**src/rtl/instr_fetch.sv**
```systemverilog
// Instruction-fetch stage: req/ack read of instruction memory into an instruction
// register, with R/I-type field decode and a sign-extended immediate for the PC stage.
module instr_fetch #(
    parameter int ADDR_W  = 32,
    parameter int TIMEOUT = 16
) (
    input  logic              clk,
    input  logic              reset,
    input  logic [ADDR_W-1:0] pc,
    input  logic              fetch_start,
    output logic              imem_req,
    output logic [ADDR_W-1:0] imem_addr,
    input  logic [31:0]       imem_rdata,
    input  logic              imem_ack,
    output logic [31:0]       instr,
    output logic [5:0]        opcode,
    output logic [4:0]        rs,
    output logic [4:0]        rt,
    output logic [4:0]        rd,
    output logic [4:0]        shamt,
    output logic [5:0]        funct,
    output logic [31:0]       imm_ext,
    output logic              instr_valid,
    output logic              busy,
    output logic              fetch_err
);

    typedef enum logic [1:0] {IDLE, REQ, DONE, ERR} state_t;

    // The wait counter starts at 0 on the start edge; the edge on which it would
    // step to TIMEOUT-1 without an ack is the abort edge.
    localparam logic [7:0] CNT_LAST = 8'(TIMEOUT - 2);

    state_t            state_q, state_d;
    logic [ADDR_W-1:0] addr_q, addr_d;
    logic [31:0]       instr_q, instr_d;
    logic [7:0]        cnt_q, cnt_d;
    logic              err_q, err_d;

    always_ff @(posedge clk or negedge reset) begin
        if (!reset) begin
            state_q <= IDLE;
            addr_q  <= '0;
            instr_q <= '0;
            cnt_q   <= '0;
            err_q   <= 1'b0;
        end else begin
            state_q <= state_d;
            addr_q  <= addr_d;
            instr_q <= instr_d;
            cnt_q   <= cnt_d;
            err_q   <= err_d;
        end
    end

    always_comb begin
        state_d = state_q;
        addr_d  = addr_q;
        instr_d = instr_q;
        cnt_d   = cnt_q;
        err_d   = err_q;
        case (state_q)
            IDLE, DONE, ERR: begin
                if (fetch_start) begin
                    addr_d  = pc;
                    cnt_d   = '0;
                    err_d   = 1'b0;
                    state_d = REQ;
                end else begin
                    state_d = IDLE;
                end
            end
            REQ: begin
                if (imem_ack) begin
                    instr_d = imem_rdata;
                    state_d = DONE;
                end else if (cnt_q == CNT_LAST) begin
                    // Substitute sll $0,$0,0 so the datapath can still advance.
                    instr_d = 32'h0000_0000;
                    err_d   = 1'b1;
                    state_d = ERR;
                end else begin
                    cnt_d = cnt_q + 8'd1;
                end
            end
            default: state_d = IDLE;
        endcase
    end

    assign imem_req    = (state_q == REQ);
    assign busy        = (state_q == REQ);
    assign instr_valid = (state_q == DONE) || (state_q == ERR);
    assign imem_addr   = addr_q;
    assign fetch_err   = err_q;
    assign instr       = instr_q;

    assign opcode  = instr_q[31:26];
    assign rs      = instr_q[25:21];
    assign rt      = instr_q[20:16];
    assign rd      = instr_q[15:11];
    assign shamt   = instr_q[10:6];
    assign funct   = instr_q[5:0];
    assign imm_ext = {{16{instr_q[15]}}, instr_q[15:0]};

endmodule

```
**config.mk**
```make
export PLATFORM = sky130hd
export DESIGN_NAME = instr_fetch
export DESIGN_NICKNAME = d
export VERILOG_FILES = /design/src/rtl/instr_fetch.sv
export SDC_FILE = /design/constraint.sdc
export NUM_CORES = 1
export LEC_CHECK = 0
export CAP_MARGIN = 20
export CORE_ASPECT_RATIO = 0.7
export CORE_MARGIN = 3
export CORE_UTILIZATION = 34
export CTS_CLUSTER_DIAMETER = 40
export DETAILED_ROUTE_END_ITERATION = 8
export PLACE_DENSITY = 0.76
export SLEW_MARGIN = 10
export SYNTH_ARGS = -nofsm -noshare
export SYNTH_HDL_FRONTEND = slang
export SYNTH_SLANG_ARGS = --single-unit
```
**constraint.sdc**
```tcl
create_clock -name clk -period 1.9 [get_ports clk]
set_input_delay 0.57 -clock clk [delete_from_list [all_inputs] [get_ports clk]]
set_output_delay 0.57 -clock clk [all_outputs]
set_load 0.005 [all_outputs]
```
**Gate families picked out**

Scale: 4 px per µm.
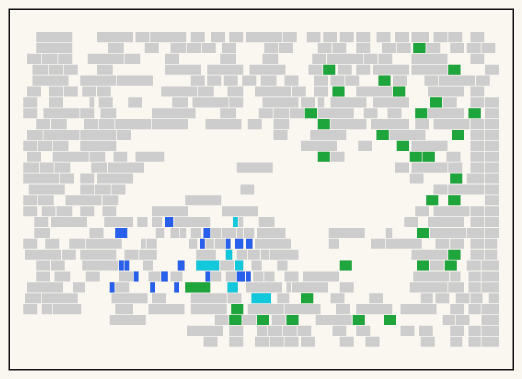
nor cells: drawn in cyan, cells 6. non-inverting ao/oa cells: drawn in green, cells 33, most used a22o_1. nand cells: drawn in blue, cells 18, most used nand2_1.
logic share of the area: 0.1738
post-route insts no fill: 546

**Wire density map**

Scale: 3 px per µm. The die is cut into 25 by 18 equal tiles; white is low, dark blue is high, scaled to the fullest tile. Values are wire area over tile area, all layers added.
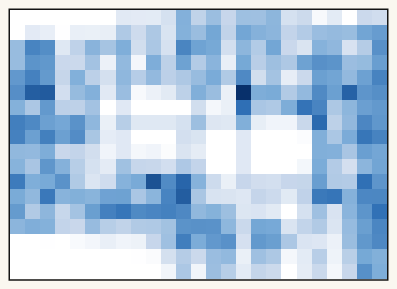
23% of the tiles are over half the peak. The fullest tile reaches 0.42. The mean over all tiles is 0.14. The emptiest ninth of the die: centre.
number of vias after detailed routing: 2519
wire length per cell after detailed routing: 16.84 µm
final wirelength: 9193 µm
overall routing resource usage: 0.1608

**Zoomed window**

Region (48, 12) to (78, 42) µm. Cells in grey, sequential cells in the stronger grey; small squares are vias.
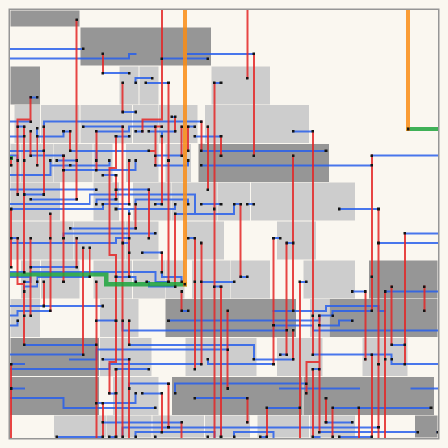
metal 3: drawn in green. metal 4: drawn in orange. metal 2: drawn in red. metal 1: drawn in blue.
Netlist names of flops here include `instr` (4), `cnt_q` (2), `state_q` (2). 56 logic cells have their middle in the window. Most frequent: dfrtp_1 (9), buf_4 (9), clkdlybuf4s50_1 (6). Sequential cells in the window: 9.

==> run_results.csv <==
group,metric,value,unit
run_status,run_status,"finished clean",
clock_tree,h-tree-depth,3,
final_timing,max_freq,0.5396,GHz
logic_synthesis,synth_seq_share,0.5511,
pwr,pwr.group.combinational,3.05,mW
pwr,clock_power_share,0.229,
pwr,clock_power,1.62,mW
pwr,fin_total_pwr,7.103,mW
logic_synthesis,ys_chip_area,3406,µm²
logic_synthesis,post_synth.cell_area_avg,12.90,µm²
setup_path,timing.reg2reg.setup_slack,0.05,ns
pwr,power_leakage,2.471,nW
placement,place.detailed.instances,526,
logic_synthesis,synth-main-ff-cell,"sky130_fd_sc_hd__dfrtp_1",
logic_synthesis,netlist.top_cell.by_area,"sky130_fd_sc_hd__dfrtp_1",
global_routing,gr-total-overflow,0,
logic_synthesis,post_synth_instance_area,3406,µm²
global_routing,grt_start_max_net_pins,76,
placement,gp_congestion,0.7911,
detailed_routing,detailed_route_wirelength_on_metal2,4436,µm
layout,multiInputGateArea,959.7,µm²
setup_path,critical_path_peak_fanout,5,
setup_path,delay_heaviest_family_cp,"simple AND/OR/NAND/NOR gates",
logic_synthesis,synth-edff-count,0,
layout,ratio_of_cells_with_drive_above_1_in_the_final_layout,0.1872,
pwr,power-top-group,"combinational cells",
layout,nClkBuffers,10,
setup_path,reg2reg_to,"cnt_q[5]",
layout,seqCellArea,1879,µm²
detailed_routing,routed_via_density,4.614,
clock_tree,cts_buffer_count,9,
clock_tree,cts_num_sinks,75,
detailed_routing,met3RoutedLength,940,µm
die,fp-utilization,0.3624,
final_timing,timing.final.hold_violations,0,
pwr,comb_power_share,0.429,
layout,comb_cells,108,
logic_synthesis,async_flop_share,1.000,
global_routing,antenna_violations_before_repair,0,
global_routing,grt_first_pass_wirelength,14290,µm
logic_synthesis,yosys_register_bits,75,
logic_synthesis,post_synth_inst_count,264,
layout,antenna-diode-count,0,
layout,layout.cells.most_common_list,"sky130_fd_sc_hd__clkdlybuf4s50_1, sky130_fd_sc_hd__dfrtp_1, sky130_fd_sc_hd__a22o_1, sky130_fd_sc_hd__mux2_2, sky130_fd_sc_hd__buf_4",
logic_synthesis,cell_count_in_the_yosys_report,264,
logic_synthesis,netlist.top_cell.by_instances,"sky130_fd_sc_hd__dfrtp_1",
setup_path,crit_path_dat,2.09,ns
global_routing,grt_pass1_vias,2617,
logic_synthesis,synth.cells.most_frequent,"sky130_fd_sc_hd__dfrtp_1, sky130_fd_sc_hd__buf_4, sky130_fd_sc_hd__a22o_1, sky130_fd_sc_hd__mux2_2, sky130_fd_sc_hd__nand2_1",
hold_path,tightest_hold_check_type,"primary input to asynchronous set/reset pin",
layout,dominant-cell-class,"non-clock buffers",
detailed_routing,uppermost_layer_routed,"met4",
die,floorplan.tapcells,124,
die,die_area,11270,µm²
clock_tree,root_driver,"sky130_fd_sc_hd__clkbuf_16",
setup_path,worst_path_largest_cell_delay,0.48,ns
setup_path,worstRegToRegCells,6,
layout,final-nonclk-buf-share,0.4041,
clock_tree,cts_tree,"built",
placement,io_buffers,199,
**Signal wires on met4**

Scale: 4 px per µm. Supply wires on this layer in grey.
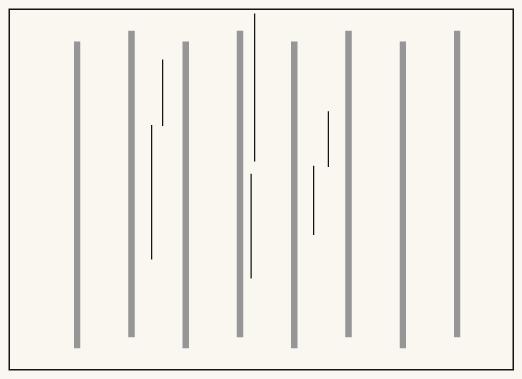
The layer carries 143 µm of wire. The layer holds 1.6% of the routed length. 3 nets have wire on it. The longest straight run is 36.7 µm.

**Routing congestion map**

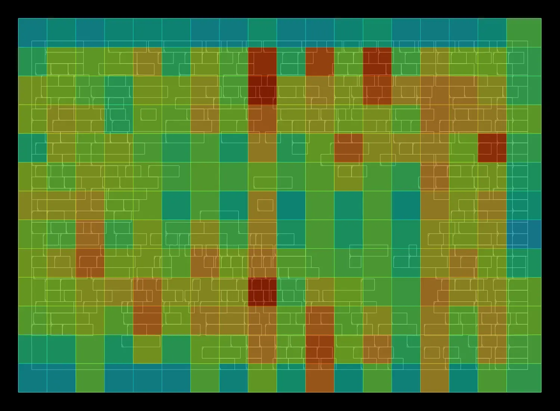
final core utilization: 0.5874
GR Util met1: 0.1912
met2 global-route usage: 0.2629
met3 usage in global routing: 0.06931
busiest layer in global routing: met2

[metrics by stage]
step,worst slack (ns),setup TNS (ns),utilization,area (µm²)
floorplan,0.02832,0,-,3406
global placement,-0.05306,-0.1752,0.5500,5169
detailed placement,-0.09797,-0.4161,0.5500,5169
CTS,0.003752,0,0.5841,5489
global route,-0.05431,-1.153,0.5874,5520
finish,0.04669,0,0.5874,5520
[logic make-up (layout without fill, tap and decap cells)]
logic type | after synthesis | in the layout | share of synthesized area
adder cells (fa/ha/maj) | 2 | 2 | 0.007346
AND-OR/OR-AND | 40 | 40 | 0.1007
AND/OR/NAND/NOR | 29 | 29 | 0.04850
multiplexers | 37 | 37 | 0.1205
flip-flops | 75 | 75 | 0.5511
buffers and inverters | 81 | 239 | 0.1719
Power figures rest on the tool's default switching activity, not on a simulated workload.
